Run 1, routed clock nets over the placement:
Bar = 50 um.
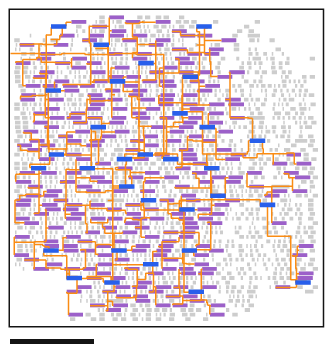
Run 1, clock nets:
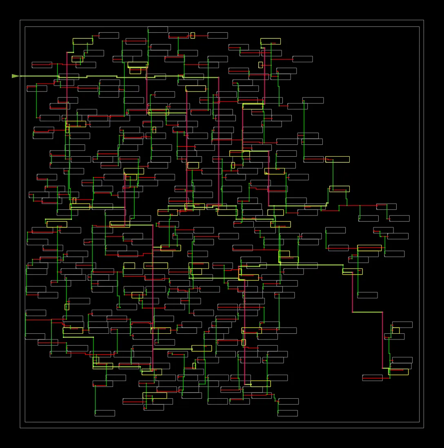
Run 1, zoomed window:
Window x 73 to 113, y 74 to 114 um. Cells in grey, sequential cells in the stronger grey; small squares are vias.
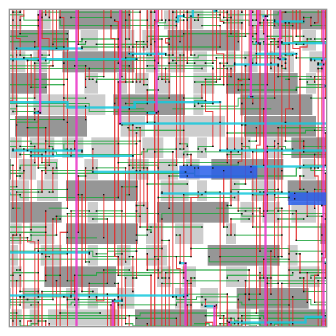
Run 1, routed metal per tile:
Bar = 50 um. The die is cut into 37 by 38 equal tiles; white is low, dark blue is high, scaled to the fullest tile. Values are wire area over tile area, all layers added.
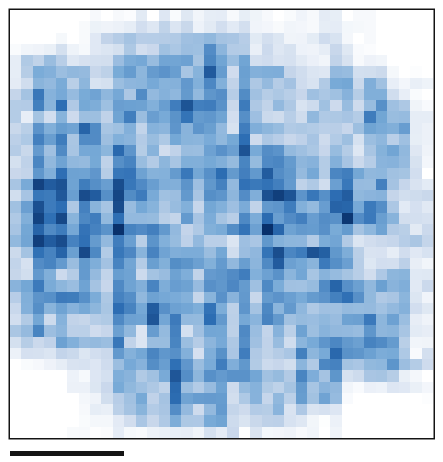
## src/rtl/pov_controller.sv

```systemverilog
// -----------------------------------------------------------------------------
// pov_controller
//
// Owns the player point-of-view state (position, facing vector, viewplane
// vector). Per-frame motion from the movement buttons is applied on tick_i.
// Host words arrive over a valid/ready interface into a shadow bank which is
// committed to the active registers in a single edge at the next tick_i, so
// the tracer never sees a half-updated vector set.
//
// State   | meaning
// --------+-------------------------------------------------------------
// IDLE    | no batch open; first accepted word snapshots active -> shadow
// LOADING | batch open; each accepted word writes one shadow word
// PENDING | batch closed by load_last_i; shadow commits on next tick_i
//
// Ports
//   clk_i           system/pixel clock
//   rst_ni          asynchronous active-low reset
//   tick_i          one-cycle frame-start pulse
//   move_[lrfb]_i   movement buttons (levels, sampled on tick_i only)
//   load_valid_i    host word valid
//   load_ready_o    controller can accept a word (state only)
//   load_sel_i      0 pX, 1 pY, 2 fX, 3 fY, 4 vX, 5 vY, 6-7 none
//   load_data_i     host word value (Q12.12)
//   load_last_i     handshake word closes the batch
//   player_*_o,
//   facing_*_o,
//   vplane_*_o      active registers
//   pending_o       committed batch waiting for tick_i
//   updated_o       one-cycle pulse after the active registers changed
// -----------------------------------------------------------------------------
module pov_controller #(
    parameter int          W       = 24,
    parameter logic [W-1:0] MOVE    = 24'h000050,
    parameter logic [W-1:0] MIN_POS = 24'h001000,
    parameter logic [W-1:0] MAX_POS = 24'h00F000,
    parameter logic [W-1:0] PX0     = 24'h001800,
    parameter logic [W-1:0] PY0     = 24'h00D800,
    parameter logic [W-1:0] FX0     = 24'h000000,
    parameter logic [W-1:0] FY0     = 24'hFFF000,
    parameter logic [W-1:0] VX0     = 24'h000800,
    parameter logic [W-1:0] VY0     = 24'h000000
) (
    input  logic         clk_i,
    input  logic         rst_ni,
    input  logic         tick_i,
    input  logic         move_l_i,
    input  logic         move_r_i,
    input  logic         move_f_i,
    input  logic         move_b_i,
    input  logic         load_valid_i,
    output logic         load_ready_o,
    input  logic [2:0]   load_sel_i,
    input  logic [W-1:0] load_data_i,
    input  logic         load_last_i,
    output logic [W-1:0] player_x_o,
    output logic [W-1:0] player_y_o,
    output logic [W-1:0] facing_x_o,
    output logic [W-1:0] facing_y_o,
    output logic [W-1:0] vplane_x_o,
    output logic [W-1:0] vplane_y_o,
    output logic         pending_o,
    output logic         updated_o
);

    typedef enum logic [1:0] {
        ST_IDLE    = 2'd0,
        ST_LOADING = 2'd1,
        ST_PENDING = 2'd2
    } state_e;

    localparam int NREG = 6;
    localparam logic [W-1:0] RST_VAL [NREG] = '{PX0, PY0, FX0, FY0, VX0, VY0};

    state_e       state_q, state_d;
    logic         load_hs;
    logic [W-1:0] act_q [NREG];
    logic [W-1:0] act_d [NREG];
    logic [W-1:0] shd_q [NREG];
    logic [W-1:0] shd_d [NREG];
    logic         upd_q, upd_d;
    logic [W-1:0] next_x, next_y;

    // One axis of motion in W+1 signed bits so that stepping past either end
    // of the Q12.12 range cannot wrap before the clamp. An axis with no button
    // pressed holds its value as-is, even if a host load left it out of range.
    function automatic logic [W-1:0] step_pos(input logic [W-1:0] pos,
                                              input logic         dec,
                                              input logic         inc);
        logic signed [W:0] sum;
        logic [W-1:0]      res;
        sum = $signed({pos[W-1], pos});
        if (dec) begin
            sum = sum - $signed({1'b0, MOVE});
        end else if (inc) begin
            sum = sum + $signed({1'b0, MOVE});
        end
        if (sum < $signed({1'b0, MIN_POS})) begin
            res = MIN_POS;
        end else if (sum > $signed({1'b0, MAX_POS})) begin
            res = MAX_POS;
        end else begin
            res = sum[W-1:0];
        end
        if (!dec && !inc) begin
            res = pos;
        end
        return res;
    endfunction

    // ---------------------------------------------------------------- FSM --
    always_ff @(posedge clk_i or negedge rst_ni) begin
        if (!rst_ni) begin
            state_q <= ST_IDLE;
        end else begin
            state_q <= state_d;
        end
    end

    always_comb begin
        state_d = state_q;
        unique case (state_q)
            ST_IDLE: begin
                if (load_hs) begin
                    state_d = load_last_i ? ST_PENDING : ST_LOADING;
                end
            end
            ST_LOADING: begin
                if (load_hs && load_last_i) begin
                    state_d = ST_PENDING;
                end
            end
            ST_PENDING: begin
                if (tick_i) begin
                    state_d = ST_IDLE;
                end
            end
            default: state_d = ST_IDLE;
        endcase
    end

    always_comb begin
        load_ready_o = (state_q != ST_PENDING);
        pending_o    = (state_q == ST_PENDING);
    end

    assign load_hs = load_valid_i && load_ready_o;

    // ------------------------------------------------------------ datapath --
    assign next_x = step_pos(act_q[0], move_l_i, move_r_i);
    assign next_y = step_pos(act_q[1], move_f_i, move_b_i);

    always_comb begin
        shd_d = shd_q;
        act_d = act_q;
        upd_d = 1'b0;

        // The snapshot uses the pre-edge active values; the selected word then
        // overrides its slot in the same edge.
        if (load_hs) begin
            if (state_q == ST_IDLE) begin
                shd_d = act_q;
            end
            if (load_sel_i < 3'(NREG)) begin
                shd_d[load_sel_i] = load_data_i;
            end
        end

        // A word closing a batch on the same edge as tick_i only moves the
        // FSM into PENDING; this tick is still a motion tick.
        if (tick_i) begin
            if (state_q == ST_PENDING) begin
                act_d = shd_q;
                upd_d = 1'b1;
            end else begin
                act_d[0] = next_x;
                act_d[1] = next_y;
                upd_d    = (next_x != act_q[0]) || (next_y != act_q[1]);
            end
        end
    end

    always_ff @(posedge clk_i or negedge rst_ni) begin
        if (!rst_ni) begin
            for (int i = 0; i < NREG; i++) begin
                act_q[i] <= RST_VAL[i];
                shd_q[i] <= RST_VAL[i];
            end
            upd_q <= 1'b0;
        end else begin
            for (int i = 0; i < NREG; i++) begin
                act_q[i] <= act_d[i];
                shd_q[i] <= shd_d[i];
            end
            upd_q <= upd_d;
        end
    end

    assign player_x_o = act_q[0];
    assign player_y_o = act_q[1];
    assign facing_x_o = act_q[2];
    assign facing_y_o = act_q[3];
    assign vplane_x_o = act_q[4];
    assign vplane_y_o = act_q[5];
    assign updated_o  = upd_q;

endmodule

```

## config.mk

```make
export PLATFORM = sky130hd
export DESIGN_NAME = pov_controller
export DESIGN_NICKNAME = d
export VERILOG_FILES = /design/src/rtl/pov_controller.sv
export SDC_FILE = /design/constraint.sdc
export NUM_CORES = 1
export LEC_CHECK = 0
export ABC_AREA = 0
export CELL_PAD_IN_SITES_DETAIL_PLACEMENT = 1
export CELL_PAD_IN_SITES_GLOBAL_PLACEMENT = 1
export CORE_AREA = 2 2 184 186
export DETAILED_ROUTE_END_ITERATION = 10
export DIE_AREA = 0 0 186 188
export PLACE_DENSITY = 0.94
export SETUP_SLACK_MARGIN = 0.2
export SLEW_MARGIN = 10
export SYNTH_ARGS = -nofsm -noshare
export SYNTH_HDL_FRONTEND = slang
export SYNTH_SLANG_ARGS = --single-unit
```

## constraint.sdc

```tcl
create_clock -name clk_i -period 8.5 [get_ports clk_i]
set_clock_uncertainty 0.2 [all_clocks]
set_input_delay 0.85 -clock clk_i [delete_from_list [all_inputs] [get_ports clk_i]]
set_output_delay 0.85 -clock clk_i [all_outputs]
set_load 0.005 [all_outputs]
```

==> impl_metrics.xml, run 1 <==
<?xml version="1.0" encoding="UTF-8"?>
<metrics>
  <group name="synth">
    <metric name="async_reset_ff_share" unit="%">100.0</metric>
    <metric name="yosys-stat-cells" unit="">1778</metric>
    <metric name="post_synth_most_frequent_cells" unit="">sky130_fd_sc_hd__nand2_1 (341), sky130_fd_sc_hd__dfrtp_1 (253), sky130_fd_sc_hd__o21ai_0 (178), sky130_fd_sc_hd__nor2_1 (175), sky130_fd_sc_hd__a21oi_1 (167)</metric>
    <metric name="synthesis.area" unit="um^2">14930</metric>
    <metric name="synth.ff_latch_count" unit="">291</metric>
    <metric name="ys_dominant_reg_cell" unit="">sky130_fd_sc_hd__dfrtp_1</metric>
    <metric name="syn_nets" unit="">1818</metric>
    <metric name="post_synth_num_cell_types" unit="">71</metric>
    <metric name="ys_seq_share" unit="%">49.08</metric>
  </group>
  <group name="cells_and_area">
    <metric name="finalCoreUtilization" unit="%">54.42</metric>
    <metric name="drive_gt1_share" unit="%">7.048</metric>
    <metric name="layout.filler_cells" unit="">3845</metric>
    <metric name="layout.area.seq" unit="um^2">7330</metric>
    <metric name="multiInputGateArea" unit="um^2">6999</metric>
  </group>
  <group name="setup_path">
    <metric name="reg2reg_from" unit="">player_y_o[4]</metric>
    <metric name="critical_path_arrival" unit="ns">5.37</metric>
    <metric name="ff2ff_setup_slack" unit="ns">3.83</metric>
    <metric name="crit_end" unit="">updated_o</metric>
    <metric name="cell_chain_of_the_critical_path" unit="">clkdlybuf4s50_1 &gt; or4b_1 &gt; nor4_1 &gt; a22oi_1 &gt; xnor2_1 &gt; a2111oi_2 &gt; and3_1 &gt; a21oi_1 &gt; a2111oi_0 &gt; o211ai_1 &gt; o41a_1</metric>
    <metric name="critPathSlowestCell" unit="">sky130_fd_sc_hd__clkdlybuf4s50_1</metric>
    <metric name="cell_depth_of_the_worst_setup_path" unit="">11</metric>
    <metric name="path_class" unit="">in -&gt; reg</metric>
  </group>
  <group name="die">
    <metric name="pin_count" unit="">183</metric>
    <metric name="floorplan.core_util" unit="%">45.10</metric>
    <metric name="core-area" unit="um^2">33110</metric>
    <metric name="die_width" unit="um">186</metric>
    <metric name="die_y" unit="um">188</metric>
  </group>
  <group name="grt">
    <metric name="global_route.overflow_total" unit="">0</metric>
    <metric name="number_of_antenna_violations_at_the_first_check_in_global_routing" unit="">4</metric>
    <metric name="grt_pass1_vias" unit="">15436</metric>
    <metric name="wire_length_of_the_first_global_routing_pass" unit="um">90200</metric>
  </group>
  <group name="route">
    <metric name="routed-via-count" unit="">14683</metric>
    <metric name="wl_met2" unit="um">26970</metric>
    <metric name="final_antenna_net_count" unit="">0</metric>
    <metric name="initialDrtViolationCount" unit="">1407</metric>
    <metric name="dr.pass1.iters" unit="">6</metric>
    <metric name="route.detailed.wl_per_inst" unit="um">24.73</metric>
    <metric name="route.met3.wl" unit="um">4389</metric>
    <metric name="met1_length" unit="um">23330</metric>
    <metric name="vias_per_cell" unit="">6.286</metric>
  </group>
  <group name="final_timing">
    <metric name="unrepaired_setup_endpoints_after_global_routing" unit="">no</metric>
    <metric name="worst-slew-pin-transition" unit="ns">1.202</metric>
    <metric name="drv_slew" unit="">0</metric>
    <metric name="finalSetupViolations" unit="">0</metric>
    <metric name="max_freq" unit="MHz">195.4</metric>
    <metric name="timing.final.hold_violations" unit="">0</metric>
    <metric name="finalSetupTns" unit="ns">0</metric>
    <metric name="final_min_period_over_clock_period" unit="%">60.21</metric>
  </group>
  <group name="clock_tree">
    <metric name="post_cts_resize_count" unit="">0</metric>
    <metric name="clock.latency.late_pin" unit="ns">0.58</metric>
    <metric name="cts.reportedPaths.clkPinSlew" unit="ns">0.06</metric>
    <metric name="htree_num_levels" unit="">1</metric>
    <metric name="cts_root_buffer" unit="">sky130_fd_sc_hd__clkbuf_16</metric>
    <metric name="setup_repair_bufs_after_cts" unit="">0</metric>
    <metric name="tritoncts_clock_tree" unit="">built</metric>
  </group>
  <group name="flow_run">
    <metric name="cap_violations" unit="">0</metric>
    <metric name="stage_log_warnings" unit="">28</metric>
  </group>
  <group name="run_status">
    <metric name="outcome" unit="">completed</metric>
  </group>
  <group name="pwr">
    <metric name="ir_drop" unit="mV">0.2419</metric>
    <metric name="powerDensity" unit="nW/um^2">351.8</metric>
  </group>
</metrics>
## Picture notes: 'routed clock nets over the placement'
- clock wires: orange (length 3800 um)
- flip-flops: purple (count 291)
- cells driving clock nets: blue (count 31)
- routed clock nets: 32

## Picture notes: 'clock nets'
power attributed to the clock group: 1.45 mW
seq_cells: 291

## Picture notes: 'zoomed window'
- met3: cyan
- met5: blue
- met4: magenta
- met2: red
- met1: green
- cells with their middle in the window: 109
- most frequent: dfrtp_1 (21), a21oi_1 (15)
- netlist names of flops here include: `shd_q` (12), `player_y_o` (4), `vplane_x_o` (3)
- sequential cells in the window: 22

## Picture notes: 'routed metal per tile'
- nearly empty tiles: 8.8%
- emptiest ninth of the die: upper right
- tiles over half the peak: 30%
- mean over tiles: 0.28
- fullest tile: 0.75
total routed wirelength: 57770 um
global-route usage over all layers: 33.06%

-- run 1: state kept, by name, summed over array words and instances, names as in the netlist --
| signal | count |
|---|---|
| player_x_o | 24 |
| player_y_o | 24 |
| facing_y_o | 24 |
| updated_o | 1 |
| state_q | 2 |
| facing_x_o | 24 |
| vplane_x_o | 24 |
| vplane_y_o | 24 |
| shd_q | 144 |
-- run 1: worst min path at each step --
stage	slack (ns)	to	cells past startpoint	start
6_report	0.04	player_x_o[10]	1	rst_ni
5_1_grt	0.1	player_x_o[10]	1	rst_ni
4_1_cts	0.09	player_y_o[8]	1	rst_ni
3_5_place_dp	0.25	facing_y_o[14]	2	shd_q[62]
3_3_place_gp	0.24	vplane_x_o[11]	2	shd_q[35]
2_1_floorplan	0.23	facing_y_o[12]	2	shd_q[60]
-- run 1: cell type report --
type | instances | share of cell area, %
Antenna cell | 1 | 0.01389
Clock buffer | 45 | 5.041
Clock inverter | 11 | 0.9790
Inverter | 24 | 0.4999
Multi-Input combinational cell | 1317 | 38.84
Sequential cell | 291 | 40.67
Tap cell | 448 | 3.110
Timing Repair Buffer | 199 | 10.84
-- run 1: where the power goes --
part / internal, mW / leakage [nW] / switching (mW) / total (mW)
clock network: 0.862 / 0.533 / 0.587 / 1.45
logic: 1.11 / 3.71 / 1.16 / 2.27
registers: 1.98 / 3.38 / 0.645 / 2.62
-- run 1: layout by cell type, fill, tap and decap left out, drive strengths merged, types with 4 or more instances in the layout --
cell / instances
nand2: 341
dfrtp: 253
clkdlybuf4s50: 181
o21ai: 181
nor2: 175
a21oi: 167
or3: 156
clkbuf: 45
a22o: 43
dfstp: 38
inv: 26
nor3: 23
buf: 18
nor4: 18
nand4: 15
nand3: 14
xnor2: 14
or4: 12
o31ai: 11
nor3b: 11
xor2: 9
nand2b: 7
and3: 7
a21o: 7
or2: 7
mux2i: 6
a22oi: 6
o22ai: 6
and2: 6
nor2b: 5
and4: 5
a2111oi: 5
o211ai: 4
nand3b: 4
o41ai: 4
ha: 4
clkinv: 4
bufinv: 4
-- run 1: cell families (layout without fill, tap and decap cells) --
group	after synthesis	after routing	share of synthesized area [%]
other	0	1	0
flip-flops	291	291	49.08
AND/OR/NAND/NOR	816	816	25.96
multiplexers	8	8	0.5530
AND-OR/OR-AND	466	466	18.32
buffers and inverters	170	279	4.398
XOR/XNOR	23	23	1.349
adder cells (fa/ha/maj)	4	4	0.3351
-- run 1: layer usage --
layer	track usage, %	vias up
met5	0	-
met1	43.42	7533
met2	52.47	627
met4	14.87	4
met3	6.992	170
li1	-	6349
-- run 1: stage by stage --
stage | instance area, um^2 | std cells | setup slack, ns | total power, mW
final | 18020 | 2336 | 3.382 | 6.340
after global routing | 18020 | 2336 | 3.166 | 6.697
after CTS | 18010 | 2335 | 3.475 | 6.316
after detailed placement | 16930 | 2279 | 2.921 | 4.817
after global placement | 16930 | 2279 | 2.950 | 4.649
after floorplan | 14930 | 1778 | 4.290 | 3.605
==> inputs of run 2 (changes only) <==
--- a/config.mk
+++ b/config.mk
@@ -8,10 +8,10 @@
 export ABC_AREA = 0
 export CELL_PAD_IN_SITES_DETAIL_PLACEMENT = 1
 export CELL_PAD_IN_SITES_GLOBAL_PLACEMENT = 1
-export CORE_AREA = 2 2 184 186
+export CORE_AREA = 2 2 202 204
 export DETAILED_ROUTE_END_ITERATION = 10
-export DIE_AREA = 0 0 186 188
-export PLACE_DENSITY = 0.94
+export DIE_AREA = 0 0 204 206
+export PLACE_DENSITY = 0.85
 export SETUP_SLACK_MARGIN = 0.2
 export SLEW_MARGIN = 10
 export SYNTH_ARGS = -nofsm -noshare
==> constraint.sdc (replaced) <==
create_clock -name clk_i -period 4.5 [get_ports clk_i]
set_clock_uncertainty 0.2 [all_clocks]
set_input_delay 0.45 -clock clk_i [delete_from_list [all_inputs] [get_ports clk_i]]
set_output_delay 0.45 -clock clk_i [all_outputs]
set_load 0.005 [all_outputs]
Run 2, routed clock nets over the placement:
Bar = 50 um.
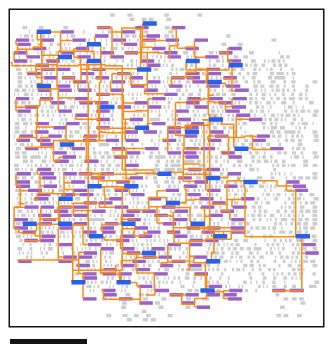
- clock wires: orange (length 4250 um)
- flip-flops: purple (count 291)
- cells driving clock nets: blue (count 35)
- routed clock nets: 36

==> run 2 against run 1 <==
Net effect: wire length is 2.6% higher; design area is 3.2% higher; synthesized cell count stayed put.
==> impl_metrics.xml, run 2 <==
<?xml version="1.0" encoding="UTF-8"?>
<metrics>
  <group name="run_status">
    <metric name="outcome" unit="">completed</metric>
  </group>
  <group name="clock_tree">
    <metric name="htree_num_levels" unit="">2</metric>
    <metric name="clock.latency.late_pin" unit="ns">0.55</metric>
    <metric name="setup_repair_bufs_after_cts" unit="">0</metric>
    <metric name="cts.reportedPaths.clkPinSlew" unit="ns">0.06</metric>
    <metric name="cts_root_buffer" unit="">sky130_fd_sc_hd__clkbuf_16</metric>
  </group>
  <group name="route">
    <metric name="vias_per_cell" unit="">5.916</metric>
    <metric name="route.detailed.wl_per_inst" unit="um">24.00</metric>
    <metric name="total_routed_wirelength" unit="um">59260</metric>
    <metric name="dr.pass1.iters" unit="">7</metric>
    <metric name="initialDrtViolationCount" unit="">1103</metric>
  </group>
  <group name="final_timing">
    <metric name="final_min_period_over_clock_period" unit="%">91.10</metric>
    <metric name="max_freq" unit="MHz">243.9</metric>
    <metric name="timing.final.hold_violations" unit="">0</metric>
    <metric name="drv_slew" unit="">0</metric>
    <metric name="finalSetupViolations" unit="">0</metric>
    <metric name="unrepaired_setup_endpoints_after_global_routing" unit="">no</metric>
  </group>
  <group name="synth">
    <metric name="async_reset_ff_share" unit="%">100.0</metric>
    <metric name="synthesis.area" unit="um^2">14930</metric>
    <metric name="synth.ff_latch_count" unit="">291</metric>
  </group>
  <group name="pwr">
    <metric name="finalPower" unit="mW">12.20</metric>
    <metric name="power_share_of_the_sequential_group" unit="%">38.7</metric>
    <metric name="power.share.clock" unit="%">23.1</metric>
    <metric name="powerDensity" unit="nW/um^2">655.9</metric>
    <metric name="netSwitchingPower" unit="mW">4.583</metric>
  </group>
  <group name="worst_hold_path">
    <metric name="min_to" unit="">facing_y_o[13]</metric>
    <metric name="timing.hold.worst.start" unit="">shd_q[61]</metric>
    <metric name="min_delay_path_depth" unit="">2</metric>
  </group>
  <group name="grt">
    <metric name="number_of_antenna_violations_at_the_first_check_in_global_routing" unit="">8</metric>
    <metric name="wire_length_of_the_first_global_routing_pass" unit="um">92200</metric>
    <metric name="global_route.overflow_total" unit="">0</metric>
  </group>
  <group name="cells_and_area">
    <metric name="flip_flop_count_of_the_largest_register_after_layout" unit="">144</metric>
    <metric name="multiInputGateArea" unit="um^2">6999</metric>
    <metric name="layout.filler_cells" unit="">4702</metric>
    <metric name="drive_gt1_share" unit="%">9.561</metric>
    <metric name="mostFrequentLayoutCells" unit="">sky130_fd_sc_hd__nand2_1 (340), sky130_fd_sc_hd__dfrtp_1 (251), sky130_fd_sc_hd__clkdlybuf4s50_1 (181)</metric>
    <metric name="layoutNonFillerInstCount" unit="">2469</metric>
    <metric name="layout.area.seq" unit="um^2">7332</metric>
    <metric name="registers.top_by_ff_count" unit="">shd_q</metric>
  </group>
  <group name="die">
    <metric name="floorplan.core_util" unit="%">37.17</metric>
    <metric name="core-area" unit="um^2">40180</metric>
  </group>
  <group name="flow_run">
    <metric name="stage_log_warnings" unit="">31</metric>
  </group>
  <group name="place">
    <metric name="placed_cells" unit="">2407</metric>
  </group>
  <group name="setup_path">
    <metric name="ff2ff_setup_slack" unit="ns">0.40</metric>
  </group>
</metrics>
## run 2: cell counts after synthesis
No cell type changed its count.
## run 2: metal layers
layer  track usage (%)  up-vias  part of all wire [%]
met5                 0        -                 0.022
met3             5.203      112                   7.9
met4             9.834        2                   3.2
met1             39.07     7506                    42
met2             45.10      529                    46
li1                  -     6458                     -
## run 2: per-stage QoR
step | setup TNS (ns) | util (%) | setup WS, ns | hold slack [ns]
finish | 0 | 46.30 | 0.4004 | 0.2600
global route | 0 | 46.29 | 0.2091 | 0.2789
CTS | 0 | 46.25 | 0.2699 | 0.2613
detailed placement | -0.002900 | 43.45 | -0.002900 | 0.2550
global placement | 0 | 43.45 | 0.07602 | 0.2417
floorplan | 0 | - | 0.6589 | -0.04559
## run 2: critical path, stage by stage (launching register included)
cell and delay [ns]:
sky130_fd_sc_hd__dfstp_2 0.63, sky130_fd_sc_hd__nand2_1 0.15, sky130_fd_sc_hd__or4_4 0.60, sky130_fd_sc_hd__nor4_4 0.28, sky130_fd_sc_hd__o21ai_1 0.13, sky130_fd_sc_hd__a2111oi_2 0.48, sky130_fd_sc_hd__nand3_2 0.24, sky130_fd_sc_hd__or3_1 0.44
sky130_fd_sc_hd__o211ai_1 0.25, sky130_fd_sc_hd__o211ai_1 0.12, sky130_fd_sc_hd__o41a_1 0.45
## run 2: how the worst max path moves through the flow
| stage | slack (ns) | endpoint | from |
|---|---|---|---|
| after floorplan | 0.66 | updated_o | player_y_o[12] |
| after global placement | 0.08 | updated_o | move_l_i |
| after detailed placement | -0.003 | updated_o | move_b_i |
| after CTS | 0.27 | updated_o | player_y_o[11] |
| after global routing | 0.21 | updated_o | player_x_o[13] |
| final | 0.40 | updated_o | player_y_o[11] |
## run 2: repair_timing
| item | CTS | global route |
|---|---|---|
| resized | 0 | 6 |
| endpoints found under the hold margin | 101 | 0 |
| endpoints found under the setup margin | 0 | 2 |
| hold buffers | 1 | 0 |
## run 2: layout make-up
cell class,count,share of cell area [%]
inverters,24,0.4842
repair buffers,244,12.87
clock buffers,44,5.104
flip-flops and latches,291,39.41
clock inverters,15,0.9079
diodes,2,0.02690
well taps,532,3.578
multi-input cells,1317,37.62
## run 2: logic make-up after synthesis
family	synth area share, %
AND-OR/OR-AND	18.32
XOR/XNOR	1.349
adder cells (fa/ha/maj)	0.3351
buffers and inverters	4.398
flip-flops	49.08
multiplexers	0.5530
AND/OR/NAND/NOR	25.96
## run 2: power groups by stage
stage	clock network, mW	registers, mW	logic (mW)
6_report	2.82	4.72	4.66
5_1_grt	2.95	4.85	5.14
4_1_cts	2.86	4.70	4.66
3_5_place_dp	0	4.72	4.60
3_3_place_gp	0	4.63	4.45
2_1_floorplan	0	4.38	2.43
==> inputs of run 3 (changes only) <==
--- a/config.mk
+++ b/config.mk
@@ -12,7 +12,7 @@
 export DETAILED_ROUTE_END_ITERATION = 10
 export DIE_AREA = 0 0 204 206
 export PLACE_DENSITY = 0.85
-export SETUP_SLACK_MARGIN = 0.2
+export SETUP_SLACK_MARGIN = 0.02
 export SLEW_MARGIN = 10
 export SYNTH_ARGS = -nofsm -noshare
 export SYNTH_HDL_FRONTEND = slang
Run 3, the metal 3 layer:
Cells faint in the background.
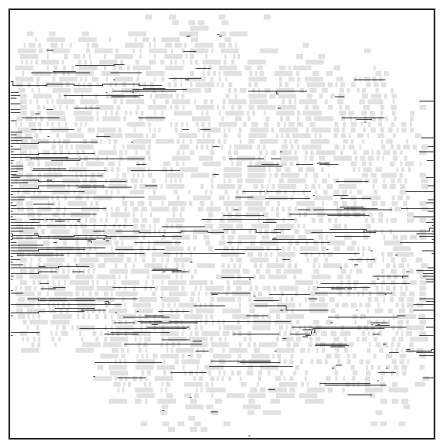
- nets with wire on the layer: 220
- longest straight run: 64.2 um
via count: 14562
total routed wirelength: 59370 um
met3 usage: 5.203%

==> run 3 against run 2 <==
Net effect: hold slack improved by 0.0033 ns; core utilization about the same; count of clock-buffer cells in the layout unchanged; sequential cell count stayed put; final cell count about the same; highest routed layer unchanged.
==> impl_metrics.xml, run 3 <==
<?xml version="1.0" encoding="UTF-8"?>
<metrics>
  <group name="die">
    <metric name="die_width" unit="um">204</metric>
    <metric name="floorplan.core_util" unit="%">37.17</metric>
    <metric name="pin_count" unit="">183</metric>
    <metric name="die_y" unit="um">206</metric>
    <metric name="core-area" unit="um^2">40180</metric>
  </group>
  <group name="synth">
    <metric name="synth.ff_latch_count" unit="">291</metric>
    <metric name="yosys-stat-cells" unit="">1778</metric>
    <metric name="syn_nets" unit="">1818</metric>
    <metric name="post_synth_most_frequent_cells" unit="">sky130_fd_sc_hd__nand2_1 (341), sky130_fd_sc_hd__dfrtp_1 (253), sky130_fd_sc_hd__o21ai_0 (178), sky130_fd_sc_hd__nor2_1 (175), sky130_fd_sc_hd__a21oi_1 (167)</metric>
    <metric name="ys_dominant_reg_cell" unit="">sky130_fd_sc_hd__dfrtp_1</metric>
    <metric name="post_synth_num_cell_types" unit="">71</metric>
    <metric name="synthesis.area" unit="um^2">14930</metric>
  </group>
  <group name="cells_and_area">
    <metric name="layout.filler_cells" unit="">4699</metric>
    <metric name="drive_gt1_share" unit="%">9.354</metric>
    <metric name="mostFrequentLayoutCells" unit="">sky130_fd_sc_hd__nand2_1 (340), sky130_fd_sc_hd__dfrtp_1 (253), sky130_fd_sc_hd__clkdlybuf4s50_1 (181)</metric>
    <metric name="registers.top_by_ff_count" unit="">shd_q</metric>
    <metric name="multiInputGateArea" unit="um^2">6993</metric>
    <metric name="layout_top_cell" unit="">sky130_fd_sc_hd__nand2_1</metric>
    <metric name="flip_flop_count_of_the_largest_register_after_layout" unit="">144</metric>
    <metric name="layout.area.seq" unit="um^2">7330</metric>
  </group>
  <group name="clock_tree">
    <metric name="clock.latency.late_pin" unit="ns">0.55</metric>
    <metric name="cts_root_buffer" unit="">sky130_fd_sc_hd__clkbuf_16</metric>
    <metric name="htree_num_levels" unit="">2</metric>
    <metric name="setup_repair_bufs_after_cts" unit="">0</metric>
    <metric name="tritoncts_clock_tree" unit="">built</metric>
    <metric name="cts.reportedPaths.clkPinSlew" unit="ns">0.06</metric>
  </group>
  <group name="route">
    <metric name="vias_per_cell" unit="">5.896</metric>
    <metric name="dr.pass1.iters" unit="">5</metric>
    <metric name="route.detailed.wl_per_inst" unit="um">24.04</metric>
    <metric name="initialDrtViolationCount" unit="">1093</metric>
    <metric name="final_antenna_net_count" unit="">0</metric>
  </group>
  <group name="final_timing">
    <metric name="fin_hold_ws" unit="ns">0.2633</metric>
    <metric name="final_min_period_over_clock_period" unit="%">93.41</metric>
    <metric name="drv_slew" unit="">0</metric>
    <metric name="max_freq" unit="MHz">237.9</metric>
    <metric name="timing.final.hold_violations" unit="">0</metric>
    <metric name="unrepaired_setup_endpoints_after_global_routing" unit="">no</metric>
    <metric name="finalSetupViolations" unit="">0</metric>
    <metric name="worst-slew-pin-transition" unit="ns">0.9815</metric>
    <metric name="postLayoutSetupSlackWorst" unit="ns">0.2964</metric>
  </group>
  <group name="worst_hold_path">
    <metric name="timing.hold.worst.start" unit="">shd_q[35]</metric>
    <metric name="min_delay_path_depth" unit="">2</metric>
  </group>
  <group name="place">
    <metric name="placed_inst_area" unit="um^2">17460</metric>
    <metric name="place_worst_setup_slack" unit="ns">-0.002900</metric>
  </group>
  <group name="run_status">
    <metric name="outcome" unit="">completed</metric>
  </group>
  <group name="flow_run">
    <metric name="cap_violations" unit="">0</metric>
  </group>
  <group name="grt">
    <metric name="global_route.usage.met2" unit="%">45.10</metric>
    <metric name="gr-max-usage-layer" unit="">met2</metric>
    <metric name="groute.usage.overall" unit="%">28.41</metric>
    <metric name="global_route.overflow_total" unit="">0</metric>
    <metric name="number_of_antenna_violations_at_the_first_check_in_global_routing" unit="">8</metric>
    <metric name="grt_pass1_vias" unit="">15385</metric>
  </group>
  <group name="setup_path">
    <metric name="path_class" unit="">reg -&gt; reg</metric>
    <metric name="ff2ff_setup_slack" unit="ns">0.30</metric>
    <metric name="reg2reg_from" unit="">player_y_o[11]</metric>
  </group>
  <group name="pwr">
    <metric name="finalPower" unit="mW">12.20</metric>
  </group>
</metrics>
==> run 3: stage by stage <==
step                      std cells  setup TNS, ns  utilization, %
after floorplan                1778              0               -
after global placement         2407              0           43.45
after detailed placement       2407      -0.002900           43.45
after CTS                      2467              0           46.25
after global routing           2467              0           46.27
final                          2470              0           46.29
==> run 3: cell families (layout without fill, tap and decap cells) <==
| family | after synthesis | in the layout | share of synthesized area (%) |
|---|---|---|---|
| other | 0 | 3 | 0 |
| flip-flops | 291 | 291 | 49.08 |
| AND-OR/OR-AND | 466 | 466 | 18.32 |
| multiplexers | 8 | 8 | 0.5530 |
| XOR/XNOR | 23 | 23 | 1.349 |
| adder cells (fa/ha/maj) | 4 | 4 | 0.3351 |
| buffers and inverters | 170 | 327 | 4.398 |
| AND/OR/NAND/NOR | 816 | 816 | 25.96 |
==> run 3: power by group <==
part	internal (mW)	total (mW)	switching, mW
Sequential	3.74	4.72	0.977
Combinational	2.25	4.66	2.41
Clock	1.62	2.83	1.20
Total	7.62	12.2	4.59
==> run 3: layout make-up <==
cell class	instances	share of cell area, %
clock inverters	15	0.9082
clock buffers	44	5.106
inverters	24	0.4844
flip-flops and latches	291	39.41
multi-input cells	1317	37.60
diodes	3	0.04036
repair buffers	244	12.88
well taps	532	3.579
==> run 3: per-layer routing <==
layer	up-vias	wire length [um]
met5	-	13
met4	2	1844
met3	105	4170
met2	479	27520
met1	7507	25810
li1	6469	-
==> run 3: worst max path at each step <==
stage | from | endpoint | slack (ns) | cells after the start
2_1_floorplan | player_y_o[12] | updated_o | 0.66 | 13
3_3_place_gp | move_l_i | updated_o | 0.08 | 12
3_5_place_dp | move_b_i | updated_o | -0.003 | 11
4_1_cts | player_y_o[11] | updated_o | 0.27 | 10
5_1_grt | player_y_o[11] | updated_o | 0.08 | 10
6_report | player_y_o[11] | updated_o | 0.30 | 10
==> run 3: critical path, stage by stage, from the launching register on <==
cell and delay, ns:
sky130_fd_sc_hd__dfstp_2 0.63, sky130_fd_sc_hd__nand2_1 0.14, sky130_fd_sc_hd__or4_1 0.68, sky130_fd_sc_hd__nor4_4 0.31, sky130_fd_sc_hd__o21ai_1 0.13, sky130_fd_sc_hd__a2111oi_2 0.48, sky130_fd_sc_hd__nand3_2 0.24, sky130_fd_sc_hd__or3_1 0.45
sky130_fd_sc_hd__o211ai_1 0.23, sky130_fd_sc_hd__o211ai_1 0.12, sky130_fd_sc_hd__o41a_1 0.45
==> run 3: repair_timing <==
action / in CTS / in global routing
gates resized: 0 / 1
hold buffers: 1 / 0
endpoints found under the setup margin: 0 / 1
endpoints found under the hold margin: 101 / 0
Power figures rest on the tool's default switching activity, not on a simulated workload.
